--- src/rtl/counter_arbiter_ctrl_if.sv ---
// Two-requester ownership bus plus count-pulse outputs for counter_arbiter_ctrl.
interface counter_arbiter_ctrl_if;
    logic [1:0] req;
    logic [1:0] cmd0;
    logic [1:0] cmd1;
    logic [4:0] counter_num;
    logic [1:0] grant;
    logic       enable;
    logic       up_down;
    logic       busy;

    modport slave  (input  req, cmd0, cmd1, counter_num,
                    output grant, enable, up_down, busy);
    modport master (output req, cmd0, cmd1, counter_num,
                    input  grant, enable, up_down, busy);
endinterface

--- src/rtl/counter_arbiter_ctrl.sv ---
// Round-robin owner arbiter driving prescaled enable/up_down pulses to a modulo counter.
// Optional sweep (bounce between 0 and COUNT_MAX-1) is built when SWEEP_MODE_EN is defined.
module counter_arbiter_ctrl #(
    parameter int DIV_MAX   = 25_000_000,
    parameter int COUNT_MAX = 16
) (
    input logic                   clk,
    input logic                   rst_n_a,
    counter_arbiter_ctrl_if.slave bus
);
    localparam int              PW       = (DIV_MAX > 1) ? $clog2(DIV_MAX) : 1;
    localparam logic [PW-1:0]   PRE_LAST = PW'(DIV_MAX - 1);

    typedef enum logic [2:0] {
        IDLE     = 3'd0,
        HOLD     = 3'd1,
        UP       = 3'd2,
        DOWN     = 3'd3
`ifdef SWEEP_MODE_EN
        ,
        SWEEP_UP = 3'd4,
        SWEEP_DN = 3'd5
`endif
    } state_t;

    state_t          state_q, state_d;
    logic [1:0]      grant_q, grant_d;
    logic            enable_q, enable_d;
    logic            up_q, up_d;
    logic            ptr_q, ptr_d;
    logic [PW-1:0]   presc_q, presc_d;

    logic            tick;
    logic            owner_drop;
    logic            win1;

    function automatic state_t cmd_state(input logic [1:0] c);
        case (c)
            2'b01:   return UP;
            2'b10:   return DOWN;
`ifdef SWEEP_MODE_EN
            2'b11:   return SWEEP_UP;
`endif
            default: return HOLD;
        endcase
    endfunction

`ifdef SWEEP_MODE_EN
    logic num_over, num_top, num_bot;
    assign num_over = {1'b0, bus.counter_num} >= 6'(COUNT_MAX);
    assign num_top  = bus.counter_num == 5'(COUNT_MAX - 1);
    assign num_bot  = bus.counter_num == 5'd0;
`else
    logic unused_num;
    assign unused_num = ^bus.counter_num;
`endif

    assign tick       = (presc_q == PRE_LAST);
    assign owner_drop = (state_q != IDLE) && ((grant_q & bus.req) == 2'b00);
    // ptr_q=0 favours req[0]; ptr_q=1 favours req[1]
    assign win1       = ptr_q ? bus.req[1] : ~bus.req[0];

    always_comb begin
        state_d  = state_q;
        grant_d  = grant_q;
        enable_d = 1'b0;
        up_d     = up_q;
        ptr_d    = ptr_q;
        presc_d  = tick ? '0 : presc_q + 1'b1;

        if (state_q == IDLE) begin
            if (|bus.req) begin
                grant_d = win1 ? 2'b10 : 2'b01;
                state_d = cmd_state(win1 ? bus.cmd1 : bus.cmd0);
                presc_d = '0;
            end
        end else if (owner_drop) begin
            // release beats a coincident tick: no pulse on the way out
            state_d = IDLE;
            grant_d = 2'b00;
            ptr_d   = ~ptr_q;
        end else if (tick) begin
            case (state_q)
                UP: begin
                    enable_d = 1'b1;
                    up_d     = 1'b1;
                end
                DOWN: begin
                    enable_d = 1'b1;
                    up_d     = 1'b0;
                end
`ifdef SWEEP_MODE_EN
                SWEEP_UP: begin
                    enable_d = 1'b1;
                    if (num_over || num_top) begin
                        state_d = SWEEP_DN;
                        up_d    = 1'b0;
                    end else begin
                        up_d    = 1'b1;
                    end
                end
                SWEEP_DN: begin
                    enable_d = 1'b1;
                    if (!num_over && num_bot) begin
                        state_d = SWEEP_UP;
                        up_d    = 1'b1;
                    end else begin
                        up_d    = 1'b0;
                    end
                end
`endif
                default: ;
            endcase
        end
    end

    always_ff @(posedge clk or negedge rst_n_a) begin
        if (!rst_n_a) begin
            state_q  <= IDLE;
            grant_q  <= 2'b00;
            enable_q <= 1'b0;
            up_q     <= 1'b0;
            ptr_q    <= 1'b0;
            presc_q  <= '0;
        end else begin
            state_q  <= state_d;
            grant_q  <= grant_d;
            enable_q <= enable_d;
            up_q     <= up_d;
            ptr_q    <= ptr_d;
            presc_q  <= presc_d;
        end
    end

    assign bus.grant   = grant_q;
    assign bus.enable  = enable_q;
    assign bus.up_down = up_q;
    assign bus.busy    = (state_q != IDLE);
endmodule
--- src/flat_wrapper.sv ---
// flat-port wrapper written by rule: the top's interface ports become plain ports
module counter_arbiter_ctrl_flat 
#(
    parameter int DIV_MAX   = 25_000_000,
    parameter int COUNT_MAX = 16
)
  (clk, rst_n_a, bus_req, bus_cmd0, bus_cmd1, bus_counter_num, bus_grant, bus_enable, bus_up_down, bus_busy);
  counter_arbiter_ctrl_if bus_i ();
  input logic clk;
  input logic rst_n_a;
  input wire logic [$bits(bus_i.req)-1:0] bus_req;
  input wire logic [$bits(bus_i.cmd0)-1:0] bus_cmd0;
  input wire logic [$bits(bus_i.cmd1)-1:0] bus_cmd1;
  input wire logic [$bits(bus_i.counter_num)-1:0] bus_counter_num;
  output wire logic [$bits(bus_i.grant)-1:0] bus_grant;
  output wire logic [$bits(bus_i.enable)-1:0] bus_enable;
  output wire logic [$bits(bus_i.up_down)-1:0] bus_up_down;
  output wire logic [$bits(bus_i.busy)-1:0] bus_busy;
  assign bus_i.req = bus_req;
  assign bus_i.cmd0 = bus_cmd0;
  assign bus_i.cmd1 = bus_cmd1;
  assign bus_i.counter_num = bus_counter_num;
  assign bus_grant = bus_i.grant;
  assign bus_enable = bus_i.enable;
  assign bus_up_down = bus_i.up_down;
  assign bus_busy = bus_i.busy;
  counter_arbiter_ctrl #(.DIV_MAX(DIV_MAX), .COUNT_MAX(COUNT_MAX)) u_core (.clk(clk), .rst_n_a(rst_n_a), .bus(bus_i));
endmodule
--- config.mk ---
export PLATFORM = sky130hd
export DESIGN_NAME = counter_arbiter_ctrl_flat
export DESIGN_NICKNAME = d
export VERILOG_FILES = /design/src/rtl/counter_arbiter_ctrl_if.sv /design/src/rtl/counter_arbiter_ctrl.sv /design/src/flat_wrapper.sv
export SDC_FILE = /design/constraint.sdc
export NUM_CORES = 1
export LEC_CHECK = 0
export ABC_CLOCK_PERIOD_IN_PS = 2450
export CORE_MARGIN = 4
export CORE_UTILIZATION = 40
export DETAILED_ROUTE_END_ITERATION = 7
export PLACE_DENSITY = 0.58
export SYNTH_ARGS = -nofsm -noshare
export SYNTH_HDL_FRONTEND = slang
export SYNTH_SLANG_ARGS = --single-unit
--- constraint.sdc ---
create_clock -name clk -period 2.45 [get_ports clk]
set_input_delay 0.6125 -clock clk [delete_from_list [all_inputs] [get_ports clk]]
set_output_delay 0.6125 -clock clk [all_outputs]
set_load 0.02 [all_outputs]
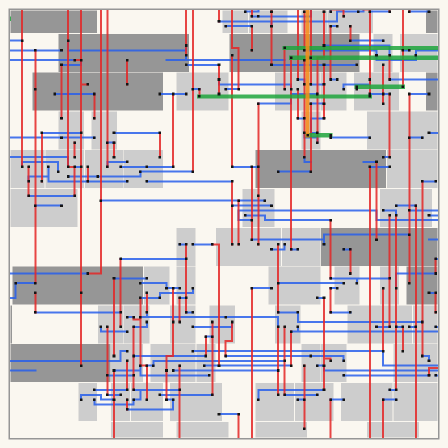
*A small window of the routed layout*
Region (21, 7) to (51, 37) um. Cells in gray, sequential cells in the stronger gray; small squares are vias.
color	layer
orange	metal 4
red	metal 2
blue	metal 1
green	metal 3
netlist names of flops here include	u_core.presc_q (5), u_core.bus.grant (2)
cells with their middle in the window	59
most frequent	dfrtp_1 (8), a21oi_1 (7)
sequential cells in the window	8

==> run_results.csv <==
group,metric,value,unit
sta,fin_hold_ws,0.480,ns
power_and_ir_drop,p_leak,0.753,nW
floorplan,dieWidth,71.9,um
worst_setup_path,critical_path_cell_count,3,
detailed_routing,drtIter0Drc,91,
detailed_routing,avgRoutedWirePerCell,13.8,um
layout,antenna_cells,0,
sta,fmax,451,MHz
detailed_routing,via_count,1305,
worst_setup_path,crit_path_top_delay_cell,"clkdlybuf4s50_1",
sta,period_needed,2.22,ns
sta,report.final.hold_viol_count,0,
grt,grtUsageTotal,14.1,%
sta,slew_violations,0,
cts,cts_tree,"done",
sta,layout_setup_ws,0.234,ns
sta,final.setup_skew,0.00182,ns
run_status,status,"finished, final reports clean",
floorplan,die_h,71.9,um
place,gp_routability_congestion,0.916,
grt,overflow,0,
cts,numCtsBuffers,5,
layout,nets,203,
worst_setup_path,path_buffers,2,
synth,synth_stat.cells,168,
synth,ys_ff,32,
detailed_routing,avgViaCountPerCell,5.58,
floorplan,die_area,5180,um^2
detailed_routing,drcViolationCount,0,
layout,lay_top_count,"dfrtp_1",
cts,cts.path.max_buffers,2,
worst_setup_path,worst-path-max-fanout,4,
grt,grt_start_max_net_pins,33,
cts,cts_hold_buf,0,
detailed_routing,drt_wl_total,3230,um
cts,clk_pin_slew,0.06,ns
synth,floorplan.nets,183,
layout,drive_gt1_share,8.60,%
floorplan,core_util_floorplan,43.1,%
place,numPlacedInstances,229,
layout,lay_top_cells,"32 x dfrtp_1, 19 x nor2_1, 14 x a21oi_1",
layout,synthToLayoutAreaGrowth,15.1,%
job,tool_warnings,31,
sta,finalCritPeriodShare,90.4,%
power_and_ir_drop,total_power,1.37,mW
synth,synth-area-yosys,1640,um^2
worst_setup_path,start_kind,"flip-flop",
place,dp_hpwl,2340,um
synth,syn_area,1640,um^2
grt,first_global_vias,1253,
place,place_worst_setup_slack,0.196,ns
worst_setup_path,ff2ff_setup_slack,0.42,ns
detailed_routing,firstDrtPassIters,4,
detailed_routing,antenna_left,0,
worst_setup_path,cp-end-kind,"primary output",
worst_setup_path,crit_arrival,1.60,ns
place,io_buffers,12,
layout,register_area,801,um^2
power_and_ir_drop,p_per_area,727,nW/um^2
cts,numClockSinks,32,
hold_path,hold_depth,1,
layout,fin_cells,234,
sta,rsz0062_at_grt,"no",
grt,grt_pass1_wl,5700,um
synth,synth.distinct_cells,34,
hold_path,hold_start,"u_core.state_q[0]$_DFFE_PN0P_",
cts,cts_resized,0,
worst_setup_path,worstSetupEndpoint,"bus_busy",
sta,setup_violations,0,
floorplan,io_pins,18,
job,drv_cap,0,
hold_path,min_to,"u_core.bus.up_down$_DFFE_PN0P_",
floorplan,num_rows,22,
synth,avgSynthCellArea,9.73,um^2
synth,ys_seq_share,49.0,%
sta,relSlewSlack,65.4,%
cts,htreeDepth,2,
grt,antenna_found_initial,0,
place,placed_cell_area,1810,um^2
layout,fillers,348,
worst_setup_path,rr_startpoint,"u_core.presc_q[0]$_DFF_PN0_",
worst_setup_path,critPathKind,"flip-flop to primary output",
synth,yosysWarnings,0,
worst_setup_path,path_cells,"nor2_1, inv_1, clkdlybuf4s50_1",
worst_setup_path,cp-startpoint,"u_core.state_q[1]$_DFFE_PN0P_",
sta,tns,0,ns
layout,fin_area,1880,um^2
cts,cts_root_buf,"clkbuf_8",
layout,final_core_util,49.6,%
floorplan,coreArea,3800,um^2
hold_path,hp-class,"flip-flop to flip-flop",
layout,logic_area,777,um^2
worst_setup_path,regToRegEndpoint,"u_core.presc_q[16]$_DFF_PN0_",
power_and_ir_drop,ir_worst_vdd,380,uV
worst_setup_path,cp_slowest_stage_delay,0.56,ns
worst_setup_path,r2r_cells,5,
cts,clock_latency,0.28,ns
cts,cts_setup_buffers,0,
worst_setup_path,crit_required,1.84,ns
sta,worstMarginPinSlew,0.514,ns
worst_setup_path,path_delay_family,"buffers and inverters",
synth,syn_inst,168,
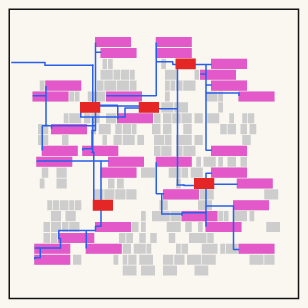
*Clock distribution*
Scale: 4 px per um.
[red] clock drivers | count: 5
[magenta] flip-flops | count: 32
[blue] clock wires | length: 416 um
flops lie	widely spread

## layout make-up
type,instances,share of cell area [%]
Timing Repair Buffer,17,8.37
Inverter,5,0.997
Multi-Input combinational cell,127,41.3
Clock buffer,5,3.65
Tap cell,48,3.19
Sequential cell,32,42.5
## power by group
group	leakage, nW	switching [mW]	total (mW)	internal, mW
logic	0.287	0.219	0.367	0.148
clock network	0.0359	0.168	0.350	0.182
registers	0.431	0.0597	0.651	0.592
## registers in the layout, summed over array words and instances (netlist names)
name,cells
u_core.state_q,2
u_core.bus.up_down,1
u_core.presc_q,25
u_core.bus.grant,2
u_core.bus.enable,1
u_core.ptr_q,1
## synth_stat cells (all sizes together)
master	count	area, um^2
inv	5	18.8
dfrtp	32	801
or3	3	18.8
ha	2	25.0
mux2i	2	20.0
o22ai	1	6.26
xnor2	6	52.6
nand4	5	31.3
nor4bb	1	10.0
a22o	1	8.76
nor3	1	5.00
nand2b	1	6.26
mux2	1	11.3
nor2	19	71.3
and2	1	6.26
nor4	4	25.0
nand2	12	45.0
nand3	13	70.1
or3b	1	8.76
and3	4	26.3
buf	4	38.8
a21oi	14	70.1
nor2b	1	6.26
or4	8	63.8
xor2	7	61.3
o41ai	1	8.76
o21ai	9	45.0
o31ai	8	65.1
nand4b	1	8.76
## logic make-up after synthesis
family | share of synthesized area (%)
multiplexers | 1.91
XOR/XNOR | 6.96
flip-flops | 49.0
AND-OR/OR-AND | 12.5
AND/OR/NAND/NOR | 24.6
buffers and inverters | 3.52
adder cells (fa/ha/maj) | 1.53
## metal layers
layer  track usage, %  share of wire [%]  vias up
met5                0                  0        -
met4             5.64                1.5        0
met3             3.46                3.7        7
met2             22.6                 49       21
met1             18.2                 45      623
li1                 -                  -      654
Power figures rest on the tool's default switching activity, not on a simulated workload.
